[src/rtl/time_keep_ctrl_if.sv]
// Purpose: bundles the tick/button inputs and the time/display outputs of the time-keeping controller.
// Latency: none, wiring only.
// Backpressure: none; level signals and single-cycle pulses only.
interface time_keep_ctrl_if;
    // Inputs to the controller
    logic       secTick;
    logic       modeBtn;
    logic       incBtn;
    // Outputs from the controller
    logic [4:0] hours;
    logic [5:0] minutes;
    logic [5:0] seconds;
    logic [1:0] setMode;
    logic       hrVisible;
    logic       minVisible;
    logic       dayPulse;

    // Stimulus side: drives tick and buttons, observes the time registers
    modport master (
        output secTick,
        output modeBtn,
        output incBtn,
        input  hours,
        input  minutes,
        input  seconds,
        input  setMode,
        input  hrVisible,
        input  minVisible,
        input  dayPulse
    );

    // Controller side
    modport slave (
        input  secTick,
        input  modeBtn,
        input  incBtn,
        output hours,
        output minutes,
        output seconds,
        output setMode,
        output hrVisible,
        output minVisible,
        output dayPulse
    );
endinterface

[src/rtl/time_keep_ctrl.sv]
// Purpose: hh:mm:ss time registers with tick counting, button set mode, field blink and set-mode timeout.
// Latency: seconds update on the 3rd clkMSec edge after secTick is first sampled high; buttons act on the sampling edge.
// Backpressure: none; every tick and button edge is consumed in the cycle it is detected.
module time_keep_ctrl #(
    parameter int HOURS_MAX    = 24,
    parameter int BLINK_PERIOD = 500,
    parameter int SET_TIMEOUT  = 10000
) (
    input  logic             clkMSec,
    input  logic             reset,
    time_keep_ctrl_if.slave  timeBus
);

    localparam int BLINK_W = $clog2(BLINK_PERIOD + 1);
    localparam int TO_W    = $clog2(SET_TIMEOUT + 1);

    localparam logic [4:0]         HR_LAST    = 5'(HOURS_MAX - 1);
    localparam logic [5:0]         MS_LAST    = 6'd59;
    localparam logic [BLINK_W-1:0] BLINK_LAST = BLINK_W'(BLINK_PERIOD - 1);
    localparam logic [TO_W-1:0]    TO_LAST    = TO_W'(SET_TIMEOUT - 1);

    typedef enum logic [1:0] {
        RUN     = 2'd0,
        SET_HR  = 2'd1,
        SET_MIN = 2'd2
    } ctrlState_t;

    ctrlState_t         state;

    // Tick synchroniser and edge-detect history
    logic               secSync1;
    logic               secSync2;
    logic               secSyncDly;
    logic               modePrev;
    logic               incPrev;

    // Registered outputs
    logic [4:0]         hoursReg;
    logic [5:0]         minutesReg;
    logic [5:0]         secondsReg;
    logic               hrVisibleReg;
    logic               minVisibleReg;
    logic               dayPulseReg;

    // Set-mode housekeeping
    logic [BLINK_W-1:0] blinkCnt;
    logic               blinkPhase;
    logic [TO_W-1:0]    timeoutCnt;

    // Decoded events and wrapped increments
    logic               tick;
    logic               modeEvt;
    logic               incEvt;
    logic               blinkTerm;
    logic               timeoutHit;
    logic [4:0]         hoursNext;
    logic [5:0]         minutesNext;
    logic [5:0]         secondsNext;

    // Synchronise secTick into clkMSec and keep one-cycle history for edge detection
    always_ff @(posedge clkMSec) begin
        if (reset) begin
            secSync1   <= 1'b0;
            secSync2   <= 1'b0;
            secSyncDly <= 1'b0;
            modePrev   <= 1'b0;
            incPrev    <= 1'b0;
        end else begin
            secSync1   <= timeBus.secTick;
            secSync2   <= secSync1;
            secSyncDly <= secSync2;
            modePrev   <= timeBus.modeBtn;
            incPrev    <= timeBus.incBtn;
        end
    end

    // Rising-edge events and the wrap-around successor of each time field
    always_comb begin
        tick        = secSync2 & ~secSyncDly;
        modeEvt     = timeBus.modeBtn & ~modePrev;
        incEvt      = timeBus.incBtn & ~incPrev;
        blinkTerm   = (blinkCnt == BLINK_LAST);
        timeoutHit  = (timeoutCnt == TO_LAST);
        hoursNext   = (hoursReg == HR_LAST) ? 5'd0 : hoursReg + 5'd1;
        minutesNext = (minutesReg == MS_LAST) ? 6'd0 : minutesReg + 6'd1;
        secondsNext = (secondsReg == MS_LAST) ? 6'd0 : secondsReg + 6'd1;
    end

    // Mode FSM: counting in RUN, field editing, blink and timeout in the set states
    always_ff @(posedge clkMSec) begin
        if (reset) begin
            state         <= RUN;
            hoursReg      <= 5'd0;
            minutesReg    <= 6'd0;
            secondsReg    <= 6'd0;
            hrVisibleReg  <= 1'b1;
            minVisibleReg <= 1'b1;
            dayPulseReg   <= 1'b0;
            blinkCnt      <= '0;
            blinkPhase    <= 1'b0;
            timeoutCnt    <= '0;
        end else begin
            dayPulseReg <= 1'b0;
            case (state)
                RUN: begin
                    hrVisibleReg  <= 1'b1;
                    minVisibleReg <= 1'b1;
                    // A tick coincident with modeBtn is still applied in full
                    if (tick) begin
                        secondsReg <= secondsNext;
                        if (secondsReg == MS_LAST) begin
                            minutesReg <= minutesNext;
                            if (minutesReg == MS_LAST) begin
                                hoursReg <= hoursNext;
                                if (hoursReg == HR_LAST) begin
                                    dayPulseReg <= 1'b1;
                                end
                            end
                        end
                    end
                    if (modeEvt) begin
                        state      <= SET_HR;
                        blinkCnt   <= '0;
                        blinkPhase <= 1'b1;
                        timeoutCnt <= '0;
                    end
                end

                SET_HR, SET_MIN: begin
                    // Seconds sit at zero for the whole edit session
                    secondsReg <= 6'd0;
                    if (modeEvt) begin
                        // Mode wins over a simultaneous increment
                        state         <= (state == SET_HR) ? SET_MIN : RUN;
                        blinkCnt      <= '0;
                        blinkPhase    <= 1'b1;
                        timeoutCnt    <= '0;
                        hrVisibleReg  <= 1'b1;
                        minVisibleReg <= 1'b1;
                    end else if (incEvt) begin
                        // Field wraps on its own, no carry and no dayPulse
                        if (state == SET_HR) begin
                            hoursReg <= hoursNext;
                        end else begin
                            minutesReg <= minutesNext;
                        end
                        blinkCnt      <= '0;
                        blinkPhase    <= 1'b1;
                        timeoutCnt    <= '0;
                        hrVisibleReg  <= 1'b1;
                        minVisibleReg <= 1'b1;
                    end else if (timeoutHit) begin
                        // Abandoned edit: keep the field values and resume counting
                        state         <= RUN;
                        blinkCnt      <= '0;
                        blinkPhase    <= 1'b1;
                        timeoutCnt    <= '0;
                        hrVisibleReg  <= 1'b1;
                        minVisibleReg <= 1'b1;
                    end else begin
                        timeoutCnt <= timeoutCnt + TO_W'(1);
                        if (blinkTerm) begin
                            blinkCnt      <= '0;
                            blinkPhase    <= ~blinkPhase;
                            hrVisibleReg  <= (state == SET_HR) ? ~blinkPhase : 1'b1;
                            minVisibleReg <= (state == SET_MIN) ? ~blinkPhase : 1'b1;
                        end else begin
                            blinkCnt <= blinkCnt + BLINK_W'(1);
                        end
                    end
                end

                default: begin
                    state         <= RUN;
                    blinkCnt      <= '0;
                    blinkPhase    <= 1'b1;
                    timeoutCnt    <= '0;
                    hrVisibleReg  <= 1'b1;
                    minVisibleReg <= 1'b1;
                end
            endcase
        end
    end

    assign timeBus.hours      = hoursReg;
    assign timeBus.minutes    = minutesReg;
    assign timeBus.seconds    = secondsReg;
    assign timeBus.setMode    = state;
    assign timeBus.hrVisible  = hrVisibleReg;
    assign timeBus.minVisible = minVisibleReg;
    assign timeBus.dayPulse   = dayPulseReg;

endmodule

[src/flat_wrapper.sv]
// flat-port wrapper written by rule: the top's interface ports become plain ports
module time_keep_ctrl_flat 
#(
    parameter int HOURS_MAX    = 24,
    parameter int BLINK_PERIOD = 500,
    parameter int SET_TIMEOUT  = 10000
)
  (clkMSec, reset, timeBus_secTick, timeBus_modeBtn, timeBus_incBtn, timeBus_hours, timeBus_minutes, timeBus_seconds, timeBus_setMode, timeBus_hrVisible, timeBus_minVisible, timeBus_dayPulse);
  time_keep_ctrl_if timeBus_i ();
  input  logic clkMSec;
  input  logic reset;
  input wire logic [$bits(timeBus_i.secTick)-1:0] timeBus_secTick;
  input wire logic [$bits(timeBus_i.modeBtn)-1:0] timeBus_modeBtn;
  input wire logic [$bits(timeBus_i.incBtn)-1:0] timeBus_incBtn;
  output wire logic [$bits(timeBus_i.hours)-1:0] timeBus_hours;
  output wire logic [$bits(timeBus_i.minutes)-1:0] timeBus_minutes;
  output wire logic [$bits(timeBus_i.seconds)-1:0] timeBus_seconds;
  output wire logic [$bits(timeBus_i.setMode)-1:0] timeBus_setMode;
  output wire logic [$bits(timeBus_i.hrVisible)-1:0] timeBus_hrVisible;
  output wire logic [$bits(timeBus_i.minVisible)-1:0] timeBus_minVisible;
  output wire logic [$bits(timeBus_i.dayPulse)-1:0] timeBus_dayPulse;
  assign timeBus_i.secTick = timeBus_secTick;
  assign timeBus_i.modeBtn = timeBus_modeBtn;
  assign timeBus_i.incBtn = timeBus_incBtn;
  assign timeBus_hours = timeBus_i.hours;
  assign timeBus_minutes = timeBus_i.minutes;
  assign timeBus_seconds = timeBus_i.seconds;
  assign timeBus_setMode = timeBus_i.setMode;
  assign timeBus_hrVisible = timeBus_i.hrVisible;
  assign timeBus_minVisible = timeBus_i.minVisible;
  assign timeBus_dayPulse = timeBus_i.dayPulse;
  time_keep_ctrl #(.HOURS_MAX(HOURS_MAX), .BLINK_PERIOD(BLINK_PERIOD), .SET_TIMEOUT(SET_TIMEOUT)) u_core (.clkMSec(clkMSec), .reset(reset), .timeBus(timeBus_i));
endmodule
[config.mk]
export PLATFORM = sky130hd
export DESIGN_NAME = time_keep_ctrl_flat
export DESIGN_NICKNAME = d
export VERILOG_FILES = /design/src/rtl/time_keep_ctrl_if.sv /design/src/rtl/time_keep_ctrl.sv /design/src/flat_wrapper.sv
export SDC_FILE = /design/constraint.sdc
export NUM_CORES = 1
export LEC_CHECK = 0
export ABC_AREA = 0
export CAP_MARGIN = 20
export CORE_ASPECT_RATIO = 1.5
export CORE_UTILIZATION = 55
export DETAILED_ROUTE_END_ITERATION = 10
export GPL_ROUTABILITY_DRIVEN = 0
export PLACE_DENSITY = 0.88
export SYNTH_ARGS = -nofsm -noshare
export SYNTH_HDL_FRONTEND = slang
export SYNTH_SLANG_ARGS = --single-unit
[constraint.sdc]
create_clock -name clkMSec -period 7.1 [get_ports clkMSec]
set_clock_uncertainty 0.1 [all_clocks]
set_input_delay 1.42 -clock clkMSec [delete_from_list [all_inputs] [get_ports clkMSec]]
set_output_delay 1.42 -clock clkMSec [all_outputs]
set_load 0.01 [all_outputs]
clock_map.png
Drawn at 6 px/um.
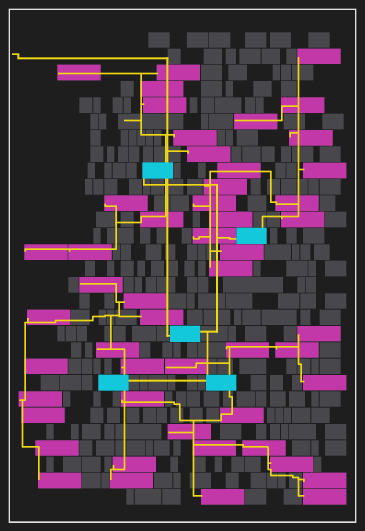
flip-flops: marked magenta, count 51. clock wires: marked yellow, length 548 um. cells driving clock nets: marked cyan, count 5.
There are 6 routed clock nets.
worst-skew pair later-pin latency: 0.30 ns
Clk pwr share: 33.6%
clock-net power: 0.000192 W

density.png
Drawn at 3 px/um. The die is cut into 6 by 9 equal tiles; black is low, pale yellow is high, 0 to 100% covered.
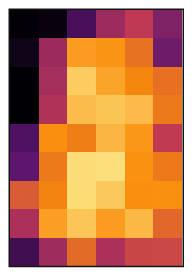
39% of the tiles are over 75% full. The fullest tile reaches 93%. 5.6% of the tiles are nearly empty. The mean over all tiles is 59%. The emptiest ninth of the die: upper left.

final_clocks.png
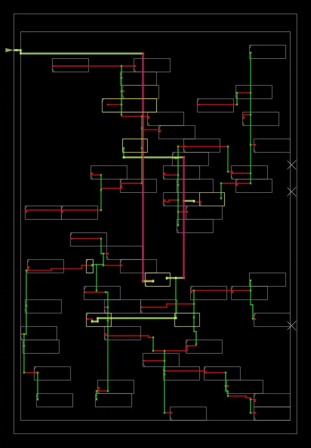
clock sink total: 51
clock tree buffer count of the final layout: 6
clock buffers created by TritonCTS: 5
number of sequential cells: 51

==> summary.txt <==
flow finished, numbers: Final Power between 0.0005 and 0.0006 W, reg-to-reg setup timing slack between 4 and 5 ns, number of vias in the routed layout approximately 2300, met1 track demand over resource in global routing approximately a quarter, post-DP HPWL 3790 um, fraction of the core area occupied by cells at floorplan between 50% and 60%, Final Core Density between 60% and 70%, tap cell instance count 46, DR WL met3 between 150 and 200 um, combined flip-flop and latch cell area ~1000 um2, classification of the worst-slack hold path reg -> reg, Floorplan Nets 317, number of global-route vias before repair ~2200, fraction of synthesized area in multiplexers slightly above 2%, total net switching power 0.000144 W, overall overflow remaining after global route 0, peak supply drop 0.165 mV, combinational group share of total power 13.6%, Repair and plain buffers 28, worst hold margin 0.358 ns, share of the synthesized netlist area taken by xor and xnor gates around 4.1%, Setup crit start kind input port, Dominant flop cell dfxtp_1, Area Growth Syn to Fin 15.4%, Synth Register Bits between 50 and 60, kind of critical path in -> reg, Finished Cell Area between 2000 and 3000 um2, violations in the final reports design-rule violations, AND/OR/NAND/NOR Cells, Area Fraction 30.4%, total number of warnings across the stage logs 31, Worst R2R End u_core.timeBus.hours[3], cell depth of the worst flop-to-flop path 6, post-route setup TNS 0 ns, ordered list of cells on the worst path clkdlybuf4s50_1, nor2b_1, o21a_1, or4b_1, or4_1, a21oi_1, cells after synthesis roughly 300, placement-stage worst setup slack approximately 3.3 ns, core area about 4300 um2, part of the cycle the worst path needs about half, peak-usage layer in the global routing report met2, die area 4900 um2, endpoint kind of the worst setup timing path flop, worst path required time roughly 7.2 ns, combinational fraction of the cell area about half, layout filler cell count 343, fraction of layout instances using a drive strength above 1 roughly 6.5%, Placed Area ~2800 um2, unrepaired setup endpoints after global routing false, Final Worst Setup Slack 3.65 ns, number of primary I/O pins 27, met2 usage 44.3%, yosys-reported design area after synthesis 2540 um2, delay of the slowest critical-path stage ~0.63 ns, hold path startpoint u_core.secSync1, Hold Crit Endpoint u_core.secSync2, remaining antenna violation count after routing 0, Int Pwr about 0.00043 W, wirelength, routed approximately 5400 um, Yosys warning count 0, setup bufs post-CTS 0, max_slew headroom between 30% and 40%, # rows 29, CTS max path bufs 2, yosys cell count around 300, fraction of the mapped netlist area in compound gates between 15 and 20%, GRT met3 Usage 3.66%, asr flop ratio synth 0%, Distinct lib cells used 51, share of total power in sequential cells 52.8%, chip width roughly 57 um, Highest Clock Rate ~0.29 GHz, termination of the worst setup path u_core.timeBus.hours[3], count of nets after finishing between 300 and 400, count of endpoints failing hold in the final timing report 0, number of multi-input combinational cells in the layout 233, Final Critical Period between 3 and 4 ns, number of iterations in the first detailed-routing pass 9, Root Buffer Master clkbuf_8, slowest stage cell, crit path or4b_1, Seq area share 34.8%, post-CTS sizing 0, WL met2 about 2900 um, non-clock inverter total of the final layout 6, Largest logic family simple AND/OR/NAND/NOR gates, registers with the most flip-flops u_core.timeoutCnt (14), u_core.blinkCnt (9), maximum level of the CTS H-tree 2, number of cells after detailed placement about 360, clock network contribution to total cell area roughly 3.5%, detail-routed net length per standard cell 14.5 um, Setup-failing EPs final 0, net switching fraction of the power 25.2%, per-instance average area after synthesis about 8.4 um2, initial DRC count between 100 and 150, All-Layer GR Usage about a quarter, arrival time of the worst setup path roughly 3.6 ns, flip-flop count of the largest register after layout 14, port buffer count 26, clock tree from TritonCTS yes, CP Max Fanout 9, final non-filler cell total approximately 370, Antenna Diode Count 0, RR Startpoint u_core.timeBus.setMode[1], area of the multi-input gates between 1000 and 1500 um2, uppermost layer routed met4, DRC viols 3, first element of the critical path timeBus_modeBtn, Reg clk slew, reported paths roughly 0.080 ns, Synth Cell Area between 2000 and 3000 um2, wire length of the first global-routing pass ~9300 um, CTS Hold Bufs 0, run status finished with violations, hold path depth 1, Least-Margin Pin Slew between 0.9 and 1 ns, M1 WL roughly 2200 um, LEAKAGE between 0.9 and 1 nW, Largest Register u_core.timeoutCnt, antenna violations before repair 0, Die Y between 80 and 90 um, FA/HA/MAJ Cells, Area Fraction between 5 and 6%, power density relative to cell area approximately 190 nW/um2, Biggest Area Class multi-input combinational cells, total of max-cap violations 0, final max-slew violation count 0, sequential cell area fraction in the yosys report 40.2%
-- critical path: cells and delay by family --
kind                   cells  cell delay (ns)
and+or+nand+nor            3             1.34
buffers and inverters      1             0.43
AOI/OAI and AO/OA          2             0.38
-- cell usage after synthesis, types with 6 or more instances --
cell type / n / area (um2)
a21oi_1: 21 / 105
a31oi_1: 6 / 37.5
clkbuf_1: 9 / 33.8
dfxtp_1: 51 / 1020
ha_1: 11 / 138
inv_1: 6 / 22.5
nand2_1: 38 / 143
nand3_1: 23 / 115
nand4_1: 7 / 43.8
nor2_1: 31 / 116
nor2b_1: 9 / 56.3
nor3_1: 9 / 45.0
o21ai_0: 7 / 35.0
xnor2_1: 6 / 52.6
xor2_1: 6 / 52.6
-- power groups by stage --
stage	combinational (W)	clock [W]	sequential, W
6_report	0.0000774	0.000192	0.000301
5_1_grt	0.0000857	0.000206	0.000303
4_1_cts	0.0000773	0.000195	0.000301
3_5_place_dp	0.0000765	0	0.000308
3_3_place_gp	0.0000744	0	0.000308
2_1_floorplan	0.0000521	0	0.000309
-- cells in the final DEF (no fill, tap or decap), types with 2 or more instances in the layout --
master,netlist,routed
or3_2,2,2
o211ai_1,2,2
nand3b_1,2,2
o21ai_0,7,7
nor3_1,9,9
nand2_1,38,38
nor4_1,2,2
nor2_1,31,31
a311oi_1,2,2
xor2_1,6,6
nand4b_1,4,4
nand4_1,7,7
a31oi_1,6,6
xnor2_1,6,6
a41oi_1,4,4
ha_1,11,11
or4b_1,2,2
nand2b_1,4,4
clkbuf_8,0,5
clkdlybuf4s50_1,0,26
or2_2,3,3
nor2b_1,9,9
dfxtp_1,51,51
o21a_1,2,2
or3_1,2,2
mux2i_1,4,4
and3_1,3,3
a211oi_1,2,2
inv_1,6,6
a21oi_1,21,21
nand3_1,23,23
Power figures rest on the tool's default switching activity, not on a simulated workload.
